$ cat src/rtl/btn_debounce_pkg.sv
// Shared definitions for the push-button conditioner: FSM encodings and default
// cycle constants (125 MHz board clock) reused by the blinky logic.
package btn_debounce_pkg;

  typedef enum logic [1:0] {
    RELEASED  = 2'd0,
    PRESSED   = 2'd1,
    LONG_HELD = 2'd2
  } btn_state_e;

  localparam int DEF_SYNC_STAGES       = 2;
  localparam int DEF_DEBOUNCE_CYCLES   = 1_250_000;
  localparam int DEF_LONG_PRESS_CYCLES = 125_000_000;

endpackage

$ cat src/rtl/btn_debounce_sync.sv
// Generic multi-flop synchroniser for asynchronous board inputs.
module sync_ff #(
  parameter int STAGES = 2,
  parameter int WIDTH  = 1
) (
  input  logic             clk,
  input  logic             rst,
  input  logic [WIDTH-1:0] d,
  output logic [WIDTH-1:0] q
);

  logic [WIDTH-1:0] chain [STAGES];

  always_ff @(posedge clk) begin
    if (rst) begin
      for (int i = 0; i < STAGES; i++) chain[i] <= '0;
    end else begin
      chain[0] <= d;
      for (int i = 1; i < STAGES; i++) chain[i] <= chain[i-1];
    end
  end

  assign q = chain[STAGES-1];

endmodule

$ cat src/rtl/btn_debounce.sv
// Push-button conditioner: synchronise, debounce, and derive press/release/long-press pulses.
module btn_debounce
  import btn_debounce_pkg::*;
#(
  parameter int SYNC_STAGES       = DEF_SYNC_STAGES,
  parameter int DEBOUNCE_CYCLES   = DEF_DEBOUNCE_CYCLES,
  parameter int LONG_PRESS_CYCLES = DEF_LONG_PRESS_CYCLES
) (
  input  logic clk,
  input  logic rst,
  input  logic btn,
  output logic btn_level,
  output logic btn_press,
  output logic btn_release,
  output logic btn_long
);

  localparam int DW = $clog2(DEBOUNCE_CYCLES + 1);
  localparam int LW = $clog2(LONG_PRESS_CYCLES + 1);
  localparam logic [DW-1:0] DEB_LAST  = DW'(DEBOUNCE_CYCLES - 1);
  localparam logic [LW-1:0] LONG_LAST = LW'(LONG_PRESS_CYCLES - 1);

  function automatic logic [DW-1:0] sat_inc_deb(input logic [DW-1:0] v);
    return (v == {DW{1'b1}}) ? v : v + 1'b1;
  endfunction

  function automatic logic [LW-1:0] sat_inc_long(input logic [LW-1:0] v);
    return (v == {LW{1'b1}}) ? v : v + 1'b1;
  endfunction

  logic          btn_sync;
  logic [DW-1:0] deb_cnt_p0;
  logic          deb_level_p0;
  logic          rise_p0;
  logic          fall_p0;
  btn_state_e    state_q, state_d;
  logic [LW-1:0] long_cnt_q, long_cnt_d;
  logic          long_d;

  sync_ff #(.STAGES(SYNC_STAGES), .WIDTH(1)) u_sync (
    .clk (clk),
    .rst (rst),
    .d   (btn),
    .q   (btn_sync)
  );

  // Stage p0: debounce. deb_level_p0 is the accepted level one cycle ahead of
  // btn_level, so level and edge pulses can be registered together below.
  always_ff @(posedge clk) begin
    if (rst) begin
      deb_cnt_p0   <= '0;
      deb_level_p0 <= 1'b0;
    end else if (btn_sync == deb_level_p0) begin
      deb_cnt_p0 <= '0;
    end else if (deb_cnt_p0 == DEB_LAST) begin
      deb_level_p0 <= ~deb_level_p0;
      deb_cnt_p0   <= '0;
    end else begin
      deb_cnt_p0 <= sat_inc_deb(deb_cnt_p0);
    end
  end

  assign rise_p0 = deb_level_p0 & ~btn_level;
  assign fall_p0 = ~deb_level_p0 & btn_level;

  always_comb begin
    state_d    = state_q;
    long_cnt_d = long_cnt_q;
    long_d     = 1'b0;
    unique case (state_q)
      RELEASED: begin
        long_cnt_d = '0;
        if (rise_p0) state_d = PRESSED;
      end
      PRESSED: begin
        if (fall_p0) begin
          state_d    = RELEASED;
          long_cnt_d = '0;
        end else if (long_cnt_q == LONG_LAST) begin
          state_d = LONG_HELD;
          long_d  = 1'b1;
        end else begin
          long_cnt_d = sat_inc_long(long_cnt_q);
        end
      end
      LONG_HELD: begin
        if (fall_p0) begin
          state_d    = RELEASED;
          long_cnt_d = '0;
        end
      end
      default: begin
        state_d    = RELEASED;
        long_cnt_d = '0;
      end
    endcase
  end

  // Stage p1: registered level, edge pulses and long-press FSM.
  always_ff @(posedge clk) begin
    if (rst) begin
      btn_level   <= 1'b0;
      btn_press   <= 1'b0;
      btn_release <= 1'b0;
      btn_long    <= 1'b0;
      state_q     <= RELEASED;
      long_cnt_q  <= '0;
    end else begin
      btn_level   <= deb_level_p0;
      btn_press   <= rise_p0;
      btn_release <= fall_p0;
      btn_long    <= long_d;
      state_q     <= state_d;
      long_cnt_q  <= long_cnt_d;
    end
  end

endmodule
$ cat config.mk
export PLATFORM = sky130hd
export DESIGN_NAME = btn_debounce
export DESIGN_NICKNAME = d
export VERILOG_FILES = /design/src/rtl/btn_debounce_pkg.sv /design/src/rtl/btn_debounce_sync.sv /design/src/rtl/btn_debounce.sv
export SDC_FILE = /design/constraint.sdc
export NUM_CORES = 1
export LEC_CHECK = 0
export ABC_CLOCK_PERIOD_IN_PS = 1980
export CORE_ASPECT_RATIO = 0.75
export CORE_MARGIN = 2
export CORE_UTILIZATION = 45
export DETAILED_ROUTE_END_ITERATION = 12
export PLACE_DENSITY_LB_ADDON = 0.1
export SLEW_MARGIN = 25
export SYNTH_ARGS = -nofsm -noshare
export SYNTH_HDL_FRONTEND = slang
export SYNTH_SLANG_ARGS = --single-unit
$ cat constraint.sdc
create_clock -name clk -period 1.98 [get_ports clk]
set_input_delay 0.594 -clock clk [delete_from_list [all_inputs] [get_ports clk]]
set_output_delay 0.594 -clock clk [all_outputs]
set_load 0.02 [all_outputs]
==> GITHUB_STEP_SUMMARY, run 1 <==
## PnR job results

| Metric | Value |
|---|---|
| Syn_nets | `375` |
| Status | `completed` |
| Most frequent logic cell in the layout | `buf_4` |
| Share of power burned in registers | `0.498` |
| RSZ-0062 raised after global routing | `yes` |
| Comb power frac | `0.010` |
| Non-Filler Instances | `520` |
| Largest net degree at the start of global routing | `22` |
| Final worst-path cycle share | `0.9886` |
| Final setup fails | `0` |
| Crit-path leading delay family | `simple AND/OR/NAND/NOR gates` |
| GPL Wtd Cong | `0.8880` |
| Pwr/cell area | `576.3 mW/mm2` |
| Comb power | `0.0000236 W` |
| Arr. time, crit path | `2.18 ns` |
| Post-CTS Setup Inserts | `0` |
| Buf/Inv on CP | `2` |
| Endpoint class of the critical path | `flip-flop` |
| Critical Path RT | `2.20 ns` |
| Pleak | `1.348 nW` |
| Top area cell types | `dfxtp_1, nand3_1, nand2_1` |
| Total power | `0.002299 W` |
| Max FO, Critical Path | `7` |
| Yosys top cell area share | `0.3772` |
| Syn_area_per_cell | `8.199 um2` |
| Ys flops | `57` |
| CP max stage delay | `0.47 ns` |
| Most frequent cells in the layout | `buf_4, dfxtp_1, nand2_1, nor2_1, nand3_1` |
[run 1: through the flow]
stage / util / setup TNS, ns
6_report: 0.6222 / 0
5_1_grt: 0.6222 / -0.6084
4_1_cts: 0.5934 / 0
3_5_place_dp: 0.5598 / -4.519
3_3_place_gp: 0.5598 / -3.482
2_1_floorplan: - / 0
[run 1: cells by family (layout without fill, tap and decap cells)]
| kind of cell | after synthesis | count (layout) | synth area share |
|---|---|---|---|
| flops | 57 | 57 | 0.3772 |
| mux | 2 | 2 | 0.006617 |
| buf+inv | 29 | 99 | 0.04384 |
| simple gates | 199 | 199 | 0.3668 |
| xor+xnor | 14 | 14 | 0.04053 |
| fa+ha+maj | 3 | 3 | 0.01241 |
| compound gates | 65 | 65 | 0.1526 |
[run 1: cell type report]
| cell class | count | area (um2) |
|---|---|---|
| inverters | 10 | 37.54 |
| clock inverters | 5 | 53.80 |
| multi-input cells | 283 | 1857 |
| repair buffers | 73 | 628.1 |
| clock buffers | 11 | 151.4 |
| flip-flops and latches | 57 | 1161 |
| fillers | 562 | 2422 |
| well taps | 81 | 101.3 |
[run 1: final timing paths]
path | to | slack, ns | cells past startpoint
worst min register to register | u_sync.chain[0][1] | 0.44 | 1
worst max-delay path | long_cnt_q[0] | 0.02 | 8
worst min-delay path | u_sync.chain[0][1] | 0.44 | 1
worst max register to register | long_cnt_q[0] | 0.02 | 8
[run 1: sequential cells by signal (all words and copies together), names as in the netlist]
signal / flops
deb_level_p0: 1
u_sync.chain: 2
btn_long: 1
btn_press: 1
long_cnt_q: 27
btn_release: 1
deb_cnt_p0: 21
state_q: 2
btn_level: 1
[run 1: metal layers]
metal / global-route usage / wire, um
met1: 0.3455 / 4445
met2: 0.3190 / 3310
met3: 0.05107 / 416
met4: 0.06849 / 91
met5: 0 / 0
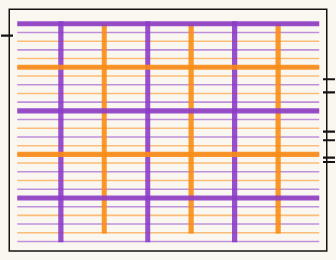
Run 1: PDN straps and rails
Pins as bars on the die edge.
[VDD] orange
[VSS] purple
signal pins: 7
rows: 25
met1 rails: 26
Die H: 75.01 um
VDD IR max: 0.2527 mV

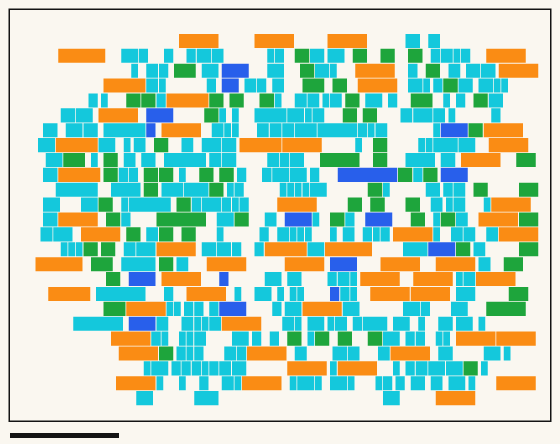
Run 1: placed cells, one color a class
Scale bar: 20 um.
[remaining buffers and delay cells] green | cells: 73
[sequential cells] orange | cells: 57
[clock drivers and dummy loads] blue | cells: 16
[combinational and other logic] cyan | cells: 293
Core Util, Final: 0.6222
# rows: 25
Core Area: 0.006412 mm2
final instance area: 0.003990 mm2

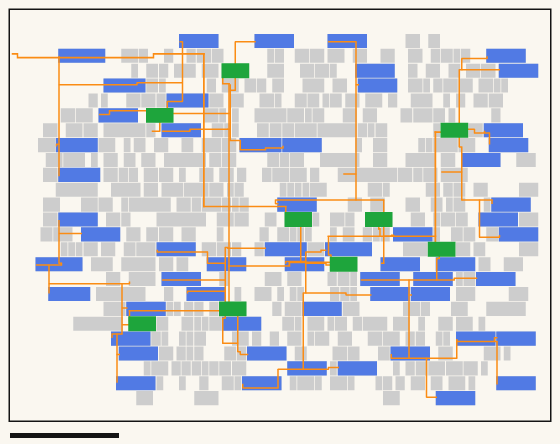
Run 1: clock network drawn from the DEF
Scale bar: 20 um.
[flip-flops] blue | count: 57
[clock drivers] green | count: 9
[clock wires] orange | length: 811 um
routed clock nets: 10
clk latency late pin: 0.34 ns
clk pwr: 0.00113 W

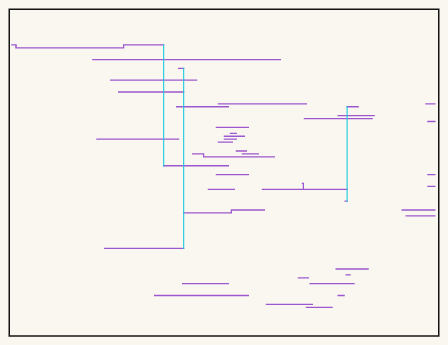
Run 1: metal layers overlaid
Two of the layers only.
[metal 4] cyan | wire length: 91.1 um
[metal 3] purple | wire length: 417 um
gr usage total: 0.2271
drt total wl: 8263 um
WL per Instance: 15.89 um
number of vias in the routed layout: 3069

==> run 2: changes to the inputs <==
--- a/config.mk
+++ b/config.mk
@@ -10,7 +10,9 @@
 export CORE_MARGIN = 2
 export CORE_UTILIZATION = 45
 export DETAILED_ROUTE_END_ITERATION = 12
+export HOLD_SLACK_MARGIN = 0.1
 export PLACE_DENSITY_LB_ADDON = 0.1
+export REMOVE_ABC_BUFFERS = 1
 export SLEW_MARGIN = 25
 export SYNTH_ARGS = -nofsm -noshare
 export SYNTH_HDL_FRONTEND = slang
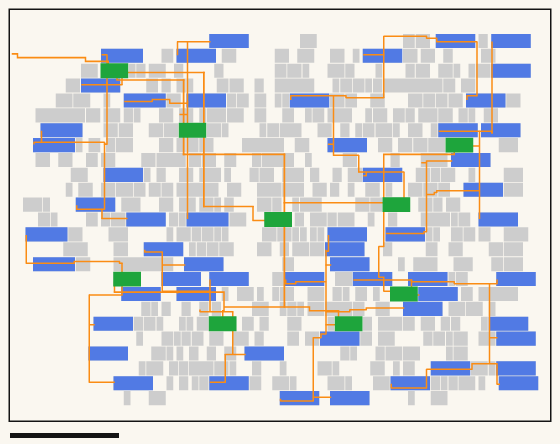
Run 2: clock network drawn from the DEF
Scale bar: 20 um.
clk latency late pin: 0.35 ns
clock network power share: 0.517

==> GITHUB_STEP_SUMMARY, run 2 <==
## PnR job results

| Metric | Value |
|---|---|
| Biggest regs | `long_cnt_q: 27 flops, deb_cnt_p0: 21 flops` |
| Syn_area_per_cell | `8.199 um2 (unchanged)` |
| Max FO, Critical Path | `8 (+1)` |
| Drt total wl | `8478 um (+2.6%)` |
| Final setup fails | `0 (unchanged)` |
| Top area cell types | `dfxtp_1, nand3_1, nand2_1` |
| Share of power burned in registers | `0.473 (-0.025)` |
| Total power | `0.002433 W (+5.8%)` |
| Status | `completed` |
| Core Area | `0.006412 mm2 (unchanged)` |
| Post-Synth Simple-Gate Area | `0.3668 (unchanged)` |
| Buf/Inv on CP | `1 (-1)` |
| Ys flops | `57 (unchanged)` |
| Most frequent logic cell in the layout | `buf_4` |
| WL per Instance | `16.53 um (+4.0%)` |
| Pwr/cell area | `630.7 mW/mm2 (+9.4%)` |
| # rows | `25 (unchanged)` |
| GPL Wtd Cong | `0.8726 (-1.7%)` |
| Endpoint class of the critical path | `flip-flop` |
| Gr usage total | `0.2317 (+0.004648)` |
| Dominant comb cell | `simple AND/OR/NAND/NOR gates` |
| Yosys top cell area share | `0.3772 (unchanged)` |
| Final instance area | `0.003857 mm2 (-3.3%)` |
| CP max stage delay | `0.57 ns (+0.10 ns)` |
| Fill count | `592 (+5.3%)` |
| Most frequent cells in the layout | `buf_4, dfxtp_1, nand2_1, nor2_1, nand3_1` |
| Comb power frac | `0.010 (about the same)` |
| Non-Filler Instances | `513 (-1.3%)` |
run 2: cell counts after synthesis:
No cell type changed its count.
run 2: final timing paths:
path                        end  slack, ns  cells past startpoint
min          u_sync.chain[0][1]       0.47                      1
min reg2reg  u_sync.chain[0][1]       0.47                      1
max reg2reg       long_cnt_q[3]       0.02                      7
max               long_cnt_q[3]       0.02                      7
run 2: metal layers:
| metal | GRT usage | routed length [um] | part of all wire | up-vias |
|---|---|---|---|---|
| li1 | - | - | - | 1494 |
| met1 | 0.3490 | 4316 | 0.51 | 1431 |
| met2 | 0.3182 | 3386 | 0.40 | 115 |
| met3 | 0.07892 | 709 | 0.084 | 9 |
| met4 | 0.05175 | 65 | 0.0077 | 0 |
| met5 | 0 | 0 | 0 | - |
run 2: repair_timing:
item	in CTS	in global routing
pin swaps	0	5
setup buffers	0	2
setup endpoints to repair	11	19
cloned	0	1
gates resized	6	17
run 2: layout make-up:
type                            instances  area (um2)  share of cell area
Multi-Input combinational cell        283        1803              0.4674
Sequential cell                        57        1150              0.2981
Timing Repair Buffer                   66       536.8              0.1392
Clock buffer                           11       151.4             0.03925
Tap cell                               81       101.3             0.02627
Clock inverter                          5       77.57             0.02011
Inverter                               10       37.54            0.009731
run 2: logic make-up after synthesis:
group | after synthesis
XOR/XNOR | 14
AND-OR/OR-AND | 65
flip-flops | 57
multiplexers | 2
buffers and inverters | 29
adder cells (fa/ha/maj) | 3
AND/OR/NAND/NOR | 199
run 2: power by group through the flow:
stage,Combinational (W),Clock (W),Sequential (W)
final,0.0000247,0.00126,0.00115
after global routing,0.0000266,0.00133,0.00115
after detailed placement,0.0000243,0,0.00118
after global placement,0.0000244,0,0.00118
after floorplan,0.00000622,0,0.00118
after CTS,0.0000247,0.00128,0.00115
Power and IR drop assume default switching activity.
